### config.mk
export PLATFORM = sky130hd
export DESIGN_NAME = move_msg_tx
export DESIGN_NICKNAME = d
export VERILOG_FILES = /design/src/rtl/move_msg_tx.sv
export SDC_FILE = /design/constraint.sdc
export NUM_CORES = 1
export LEC_CHECK = 0
export CAP_MARGIN = 20
export CORE_ASPECT_RATIO = 1.4
export CORE_MARGIN = 2
export CORE_UTILIZATION = 60
export DETAILED_ROUTE_END_ITERATION = 8
export DONT_BUFFER_PORTS = 1
export GPL_TIMING_DRIVEN = 0
export HOLD_SLACK_MARGIN = 0.03
export PLACE_DENSITY = 0.76
export RECOVER_POWER = 100
export SYNTH_ARGS = -nofsm -noshare
export SYNTH_HDL_FRONTEND = slang
export SYNTH_SLANG_ARGS = --single-unit
export TNS_END_PERCENT = 50
### constraint.sdc
create_clock -name clk -period 2.7 [get_ports clk]
set_input_delay 0.405 -clock clk [delete_from_list [all_inputs] [get_ports clk]]
set_output_delay 0.405 -clock clk [all_outputs]
set_load 0.02 [all_outputs]
### src/rtl/move_msg_tx.sv
// Packs a move-control command into a 24-bit even-parity frame and sends it
// as four 6-bit beats over a four-phase req/ack link to the peer board.
module move_msg_tx #(
  parameter int unsigned TIMEOUT_CYCLES = 1_000_000,
  parameter int unsigned SYNC_STAGES    = 2
) (
  input  logic       clk,
  input  logic       rst,
  input  logic       interboard_rst,
  input  logic       ctrl_en,
  input  logic [3:0] ctrl_msg_type,
  input  logic [4:0] ctrl_block_x,
  input  logic [2:0] ctrl_block_y,
  input  logic [5:0] ctrl_card,
  input  logic [2:0] ctrl_sel_len,
  input  logic       ctrl_move_dir,
  input  logic       inter_ack,
  output logic       inter_req,
  output logic [5:0] inter_data,
  output logic       inter_ready,
  output logic       tx_busy,
  output logic       tx_err
);

  localparam int unsigned FRAME_W = 24;
  localparam int unsigned BEAT_W  = 6;
  localparam int unsigned SYNC_N  = (SYNC_STAGES < 2) ? 2 : SYNC_STAGES;
  localparam int unsigned TO_W    = (TIMEOUT_CYCLES > 2) ? $clog2(TIMEOUT_CYCLES) : 1;
  localparam logic [TO_W-1:0] TO_LAST = TO_W'(TIMEOUT_CYCLES - 1);

  typedef enum logic [2:0] {
    S_IDLE    = 3'd0,
    S_SEND    = 3'd1,
    S_RELEASE = 3'd2,
    S_DONE    = 3'd3,
    S_ERR     = 3'd4
  } state_e;

  state_e              state_q, state_d;
  logic [FRAME_W-1:0]  frame_q, frame_d;
  logic [1:0]          beat_q, beat_d;
  logic [TO_W-1:0]     to_q, to_d;
  logic [SYNC_N-1:0]   sync_q, sync_d;
  logic [BEAT_W-1:0]   data_q, data_d;
  logic                req_q, req_d;
  logic                ready_q, ready_d;
  logic                busy_q, busy_d;
  logic                err_q, err_d;
  logic [FRAME_W-1:0]  frame_new;
  logic                ack_s;

  function automatic logic [BEAT_W-1:0] beat_of(input logic [FRAME_W-1:0] f,
                                                input logic [1:0] k);
    case (k)
      2'd0:    beat_of = f[5:0];
      2'd1:    beat_of = f[11:6];
      2'd2:    beat_of = f[17:12];
      default: beat_of = f[23:18];
    endcase
  endfunction

  assign ack_s = sync_q[SYNC_N-1];

  // Field packing; bit 22 makes parity over [22:0] even, bit 23 stays zero.
  always_comb begin
    frame_new = {2'b00, ctrl_move_dir, ctrl_sel_len, ctrl_card,
                 ctrl_block_y, ctrl_block_x, ctrl_msg_type};
    frame_new[22] = ^frame_new[21:0];
  end

  always_comb begin
    state_d = state_q;
    frame_d = frame_q;
    beat_d  = beat_q;
    to_d    = to_q;
    data_d  = data_q;
    sync_d  = {sync_q[SYNC_N-2:0], inter_ack};

    case (state_q)
      S_IDLE: begin
        if (ctrl_en) begin
          frame_d = frame_new;
          beat_d  = 2'd0;
          to_d    = '0;
          data_d  = frame_new[5:0];
          state_d = S_SEND;
        end
      end
      S_SEND: begin
        if (ack_s) begin
          to_d    = '0;
          state_d = S_RELEASE;
        end else if (to_q == TO_LAST) begin
          state_d = S_ERR;
        end else begin
          to_d = to_q + TO_W'(1);
        end
      end
      S_RELEASE: begin
        if (!ack_s) begin
          if (beat_q == 2'd3) begin
            state_d = S_DONE;
          end else begin
            beat_d  = beat_q + 2'd1;
            data_d  = beat_of(frame_q, beat_q + 2'd1);
            to_d    = '0;
            state_d = S_SEND;
          end
        end else if (to_q == TO_LAST) begin
          state_d = S_ERR;
        end else begin
          to_d = to_q + TO_W'(1);
        end
      end
      S_DONE:  state_d = S_IDLE;
      S_ERR:   state_d = S_IDLE;
      default: state_d = S_IDLE;
    endcase

    // Soft reset from the peer link overrides everything, including ctrl_en.
    if (interboard_rst) begin
      state_d = S_IDLE;
      frame_d = '0;
      beat_d  = 2'd0;
      to_d    = '0;
      data_d  = '0;
      sync_d  = '0;
    end

    req_d   = (state_d == S_SEND);
    ready_d = (state_d == S_DONE);
    err_d   = (state_d == S_ERR);
    busy_d  = (state_d != S_IDLE);
  end

  always_ff @(posedge clk or negedge rst) begin
    if (!rst) begin
      state_q <= S_IDLE;
      frame_q <= '0;
      beat_q  <= 2'd0;
      to_q    <= '0;
      sync_q  <= '0;
      data_q  <= '0;
      req_q   <= 1'b0;
      ready_q <= 1'b0;
      busy_q  <= 1'b0;
      err_q   <= 1'b0;
    end else begin
      state_q <= state_d;
      frame_q <= frame_d;
      beat_q  <= beat_d;
      to_q    <= to_d;
      sync_q  <= sync_d;
      data_q  <= data_d;
      req_q   <= req_d;
      ready_q <= ready_d;
      busy_q  <= busy_d;
      err_q   <= err_d;
    end
  end

  assign inter_req   = req_q;
  assign inter_data  = data_q;
  assign inter_ready = ready_q;
  assign tx_busy     = busy_q;
  assign tx_err      = err_q;

endmodule

**PDN straps and rails**

The bar under the picture is 20 µm long. Pins as bars on the die edge.
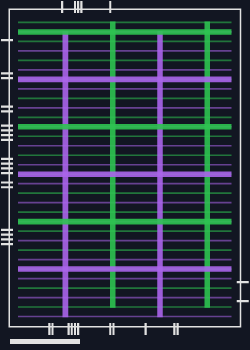
legend:
  green:
    net: VDD
  purple:
    net: VSS
met1 rails: 32
rows: 31
met5 straps: 6
met4 straps: 4
signal pins: 37

**Cell classes on the final placement**

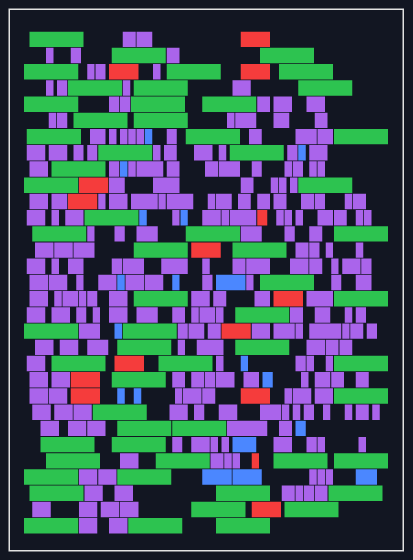
legend:
  green:
    class: sequential cells
    cells: 60
  red:
    class: clock drivers and dummy loads
    cells: 15
  blue:
    class: remaining buffers and delay cells
    cells: 18
  purple:
    class: remaining logic cells
    cells: 242

**Clock wires, drivers and flops**

The bar under the picture is 20 µm long.
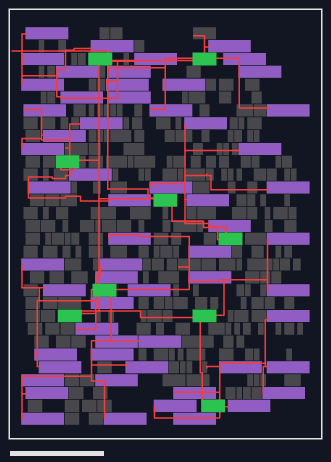
legend:
  purple:
    item: flip-flops
    count: 60
  red:
    item: clock wires
    length: 819 µm
  green:
    item: clock-net drivers
    count: 9
flops lie: widely spread
Clock group: 0.770 mW
Late-Pin Clk Latency: 340 ps
Worst Skew: 7.40 ps

==> CHANGELOG.md <==
### Metrics

* Antenna-violating nets left at 0
* Top reg by flops: frame_q
* Dominant kind of combinational cell: AND-OR/OR-AND gates
* Net count after synthesis at ~350
* Buffer count from post-CTS setup fixing at 0
* Data buffer area share at around 3.3%
* WHS at 186 ps
* CTS tree: done
* Largest class: multi-input combinational cells
* Met3 Usage GRT at under 10%
* Clock group share of total power at about two fifths
* Commonest cells post-synth: 60 x dfrtp_1, 33 x nor2_1, 32 x nand2_1
* Die H at roughly 91 µm
* Global Route Usage Sum at 27.2%
* Post-Syn Area at approximately 0.0032 mm²
* Total die size at a little under 0.006 mm²
* DRT Wirelength at about 7.4 mm
* P_comb at 0.258 mW
* Share of cells above drive strength 1 at roughly 13%
* Critical path depth in cells at 7
* Combinational share of power at 12.8%
* Log Warnings at 29
* Reg-to-reg endpoint: to_q[7]$_DFFE_PN0P_
* Sequential cell area share at between 40% and 50%
* Initial antenna violation count at 0
* Outcome: finished, final reports clean
* Buf/Inv on CP at 1
* Pins Over Slew Limit at 0
* Count of final hold-check violations at 0
* Vias in the first global route at approximately 2600
* HP Class: input pin to register
* Synth flops at ~60
* CTS buffer count at 9
* Hold Path Sink: state_q[1]$_DFF_PN0_
* Worst VDD drop at about 0.00050 V
* Highest Signal Layer: met4
* Largest net degree at the start of global routing at between 60 and 70
* Distinct lib cells at roughly 54
* Met2 routed WL at 3.96 mm
* Synth mux share at less than 1%
* CTS resizes at 0
* Pleak at around 1.6 nW
* Final worst path period share at between 90% and 100%
* WHS Path Cells at 1
* Count of library flops with an enable pin at 0
* Leading area contributor after synthesis: dfrtp_1
* Post-DR wirelength/cell at 18.5 µm
* R2r worst-path depth at 7
* Logic area at approximately 0.0016 mm²
* Worst Setup End Kind: register
* I/O pins at 37
* Sum Neg Setup Slack at 0 ps
* Layer with the highest usage: met2
* CP arrival at between 2000 and 3000 ps
* M1 WL at 2.90 mm
* Max Clk Rate at approximately 400 MHz
* DRC errors left at 0
* Hold buffer count at cts at 2
* Clock-pin slew on the worst setup and hold paths at around 70 ps
* CP max-delay cell: or4_1
* Seq pwr at 0.984 mW
* Yosys cell count at roughly 320
* Simple Share, Synth at roughly 19%
* Fraction of area in clock buffers and inverters at 5.39%
* Worst Setup Slack post-DPL at 249 ps
* Fp util at 62.3%
* Sequential power share at roughly half
* Clock Sinks at around 60
* Non-Filler Instances at 401
* Global-route wire length before repair at between 10 and 15 mm
* Finish-stage setup viols at 0
* Rows at 31
* Cell area after placement at 0.00330 mm²
* Xor/xnor share at 6.27%
* Vias per cell at 6.38
No activity file was given, so power comes from the tool's default toggle rates.
